`src/rtl/fetch_unit.sv`:
```
// Instruction fetch stage: owns the PC, captures {pc, instr} into an in-order queue,
// presents the queue head to decode via valid/ready, and flushes on redirect.
module fetch_unit #(
  parameter logic [31:0] RESET_PC = 32'h0000_0000,
  parameter int          DEPTH    = 4
) (
  input  logic        clk,
  input  logic        rst_n,
  output logic [31:0] PC,
  input  logic [31:0] Instr,
  input  logic        redirect_valid,
  input  logic [31:0] redirect_pc,
  output logic        id_valid,
  input  logic        id_ready,
  output logic [31:0] id_instr,
  output logic [31:0] id_pc
);

  localparam int AW = $clog2(DEPTH);
  localparam int CW = $clog2(DEPTH + 1);

  logic [31:0]   pc;
  logic [AW-1:0] wr_ptr;
  logic [AW-1:0] rd_ptr;
  logic [CW-1:0] count;
  logic [31:0]   q_pc    [DEPTH];
  logic [31:0]   q_instr [DEPTH];
  logic          pop;
  logic          fetch;

  assign PC       = pc;
  assign id_valid = (count != '0);
  assign pop      = id_valid & id_ready;
  // A pop frees the slot being written this same edge, so a full queue can still fetch.
  assign fetch    = !redirect_valid & ((count < CW'(DEPTH)) | pop);

  always_ff @(posedge clk or negedge rst_n) begin
    if (!rst_n) begin
      pc     <= RESET_PC;
      wr_ptr <= '0;
      rd_ptr <= '0;
      count  <= '0;
    end else if (redirect_valid) begin
      pc     <= redirect_pc & ~32'h0000_0003;
      wr_ptr <= '0;
      rd_ptr <= '0;
      count  <= '0;
    end else begin
      if (fetch) begin
        pc     <= pc + 32'd4;
        wr_ptr <= wr_ptr + AW'(1);
      end
      if (pop) begin
        rd_ptr <= rd_ptr + AW'(1);
      end
      case ({fetch, pop})
        2'b10:   count <= count + CW'(1);
        2'b01:   count <= count - CW'(1);
        default: count <= count;
      endcase
    end
  end

  // Storage is not reset; id_valid gates everything read from it.
  always_ff @(posedge clk) begin
    if (fetch) begin
      q_pc[wr_ptr]    <= pc;
      q_instr[wr_ptr] <= Instr;
    end
  end

  always_comb begin
    id_instr = '0;
    id_pc    = '0;
    if (id_valid) begin
      id_instr = q_instr[rd_ptr];
      id_pc    = q_pc[rd_ptr];
    end
  end

endmodule

```
`config.mk`:
```
export PLATFORM = sky130hd
export DESIGN_NAME = fetch_unit
export DESIGN_NICKNAME = d
export VERILOG_FILES = /design/src/rtl/fetch_unit.sv
export SDC_FILE = /design/constraint.sdc
export NUM_CORES = 1
export LEC_CHECK = 0
export ABC_AREA = 1
export CAP_MARGIN = 20
export CORE_UTILIZATION = 57
export CTS_BUF_LIST = sky130_fd_sc_hd__clkbuf_2
export CTS_CLUSTER_DIAMETER = 100
export DETAILED_ROUTE_END_ITERATION = 12
export PLACE_DENSITY = 0.9
export SLEW_MARGIN = 20
export SYNTH_ARGS = -nofsm -noshare
export SYNTH_HDL_FRONTEND = slang
export SYNTH_SLANG_ARGS = --single-unit
```
`constraint.sdc`:
```
create_clock -name clk -period 5.2 [get_ports clk]
set_clock_uncertainty 0.05 [all_clocks]
set_input_delay 0.52 -clock clk [delete_from_list [all_inputs] [get_ports clk]]
set_output_delay 0.52 -clock clk [all_outputs]
set_load 0.02 [all_outputs]
```
### Register map, names as in the netlist

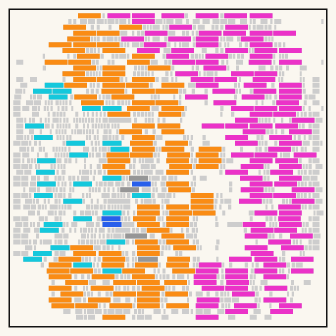
Key: q_instr = magenta [placed flops 128]; PC = cyan [placed flops 30]; q_pc = orange [placed flops 120]; count = blue [placed flops 3]
Another 4 sequential cells are not coloured.

### Metal layers overlaid

Two of the layers only.
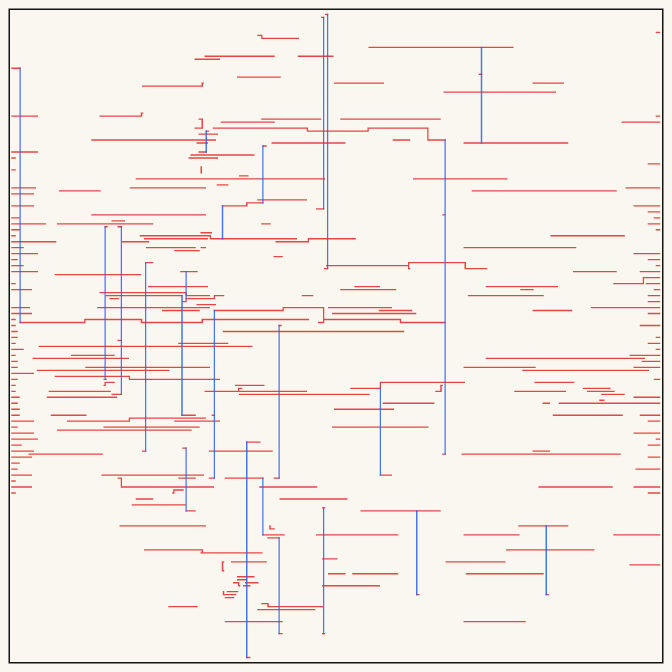
Key: M3 = red [wire length 2,580 µm]; M4 = blue [wire length 680 µm]

### Congestion heat map

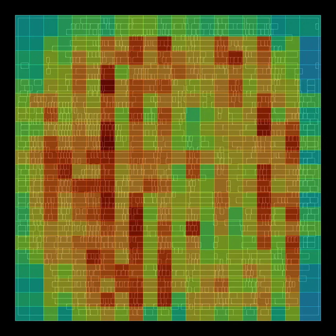
met1 Use GR: 33.7%
GR Util met2: 43.3%
Final Util: 69.5%
met3 Use GR: 5.52%
Routed WL per cell: 17.5 µm

==> out/results.ini <==
[logic_synthesis]
ys_types=36
ys_cells=1117
ys_sh_simple_pct=16.5
flop_cell=edfxtp_1
muxShareOfSynthArea_pct=0
synth_cells=1117
synthesis.area_mm2=0.0122
synth-xor-area-share_pct=0.791
ys_sh_aoi_pct=9.51
edf_count=248
synth.area.top_cells=edfxtp_1 61%, nor2_1 9.1%, dfrtp_1 7.6%
yosysTopAreaCell=edfxtp_1
yosysChipArea_mm2=0.0122
top_area_share_pct=61.1

[cells_and_area]
comb_share_pct=23.2
nonClockInverterCount=42
flops=285
final-nonclk-buf-share_pct=11.7
layout.nets=1380
diodes=2
design_area_mm2=0.0146
logic_area_mm2=0.00339
area_growth_pct=20.0
seq_share_pct=57.3
stdcell_count=1631
largest_class=registers
fill_cells=1423
top_register=q_instr

[placement]
gp_congestion=0.879
dp_slack_ps=1810
dp_cells=1510
place.detailed.hpwl_mm=16.5

[floorplanning]
fp.dieH_um=148
fp_util_pct=58.0
dieArea_mm2=0.0220
boundaryPins=165

[setup_path]
reg2reg_to=q_instr[3][18]
crit_family=buffers and inverters
cp-startpoint=rd_ptr[0]
cp.buffers_inverters=2
required_ps=4630
critPathKind=reg -> out
slowest_stage=buf_4
r2r_slack_ps=2970
endpoint_kind=output port

[clock_tree]
numCtsBuffers=69
clkTransAtPathRegs_ps=100
cts_hold_buf=0
cts_resized=0
cts_sinks=285
cts_buffer_depth=3

[timing]
hold_viol=0
min_period_over_period_pct=81.6
max_freq_ghz=0.236
finalSetupViolCount=0
fin_crit_ps=4250
slew_violations=0
worst_pin_slew_ps=934
finalWorstSetupSlack_ps=955

[routing]
drc_errors=0
detail_route.vias_per_cell=5.54
dr_total_vias=9037
drt-pass1-iter-count=5

[power]
pwr-share-clk_pct=21.8
comb_power_mw=2.23
top_power_group=sequential cells
pwr-share-comb_pct=33.4
power_clock_mw=1.45
internal_power_mw=4.27
ir_worst_vdd_v=0.000192
p_sw_mw=2.41

[global_routing]
grt_pass1_wl_mm=43.9
track_usage_pct=26.2

[run_status]
status=finished clean

-- routing by layer --
metal  up-vias  share of wire (%)  GRT usage, %
met5         -                  0             0
met4         0                2.4          11.2
met3        52                9.0          5.52
met2       467                 50          43.3
met1      4273                 39          33.7
li1       4245                  -             -
-- placed cells by master (no fill, tap or decap), types with 2 or more instances in the layout --
cell type	n
a21oi_1	68
a22oi_1	13
buf_4	15
bufinv_16	2
clkbuf_2	101
clkdlybuf4s50_1	158
clkinv_1	13
clkinv_2	2
conb_1	4
dfrtp_1	35
diode_2	2
edfxtp_1	248
ha_1	5
inv_1	34
inv_2	9
nand2_1	134
nand2_2	8
nand3_1	27
nand3b_1	5
nor2_1	293
nor2_2	7
nor2_4	11
o21ai_0	134
o21ai_1	3
o21bai_1	2
xnor2_1	5
xor2_1	6
Power and IR drop assume default switching activity.
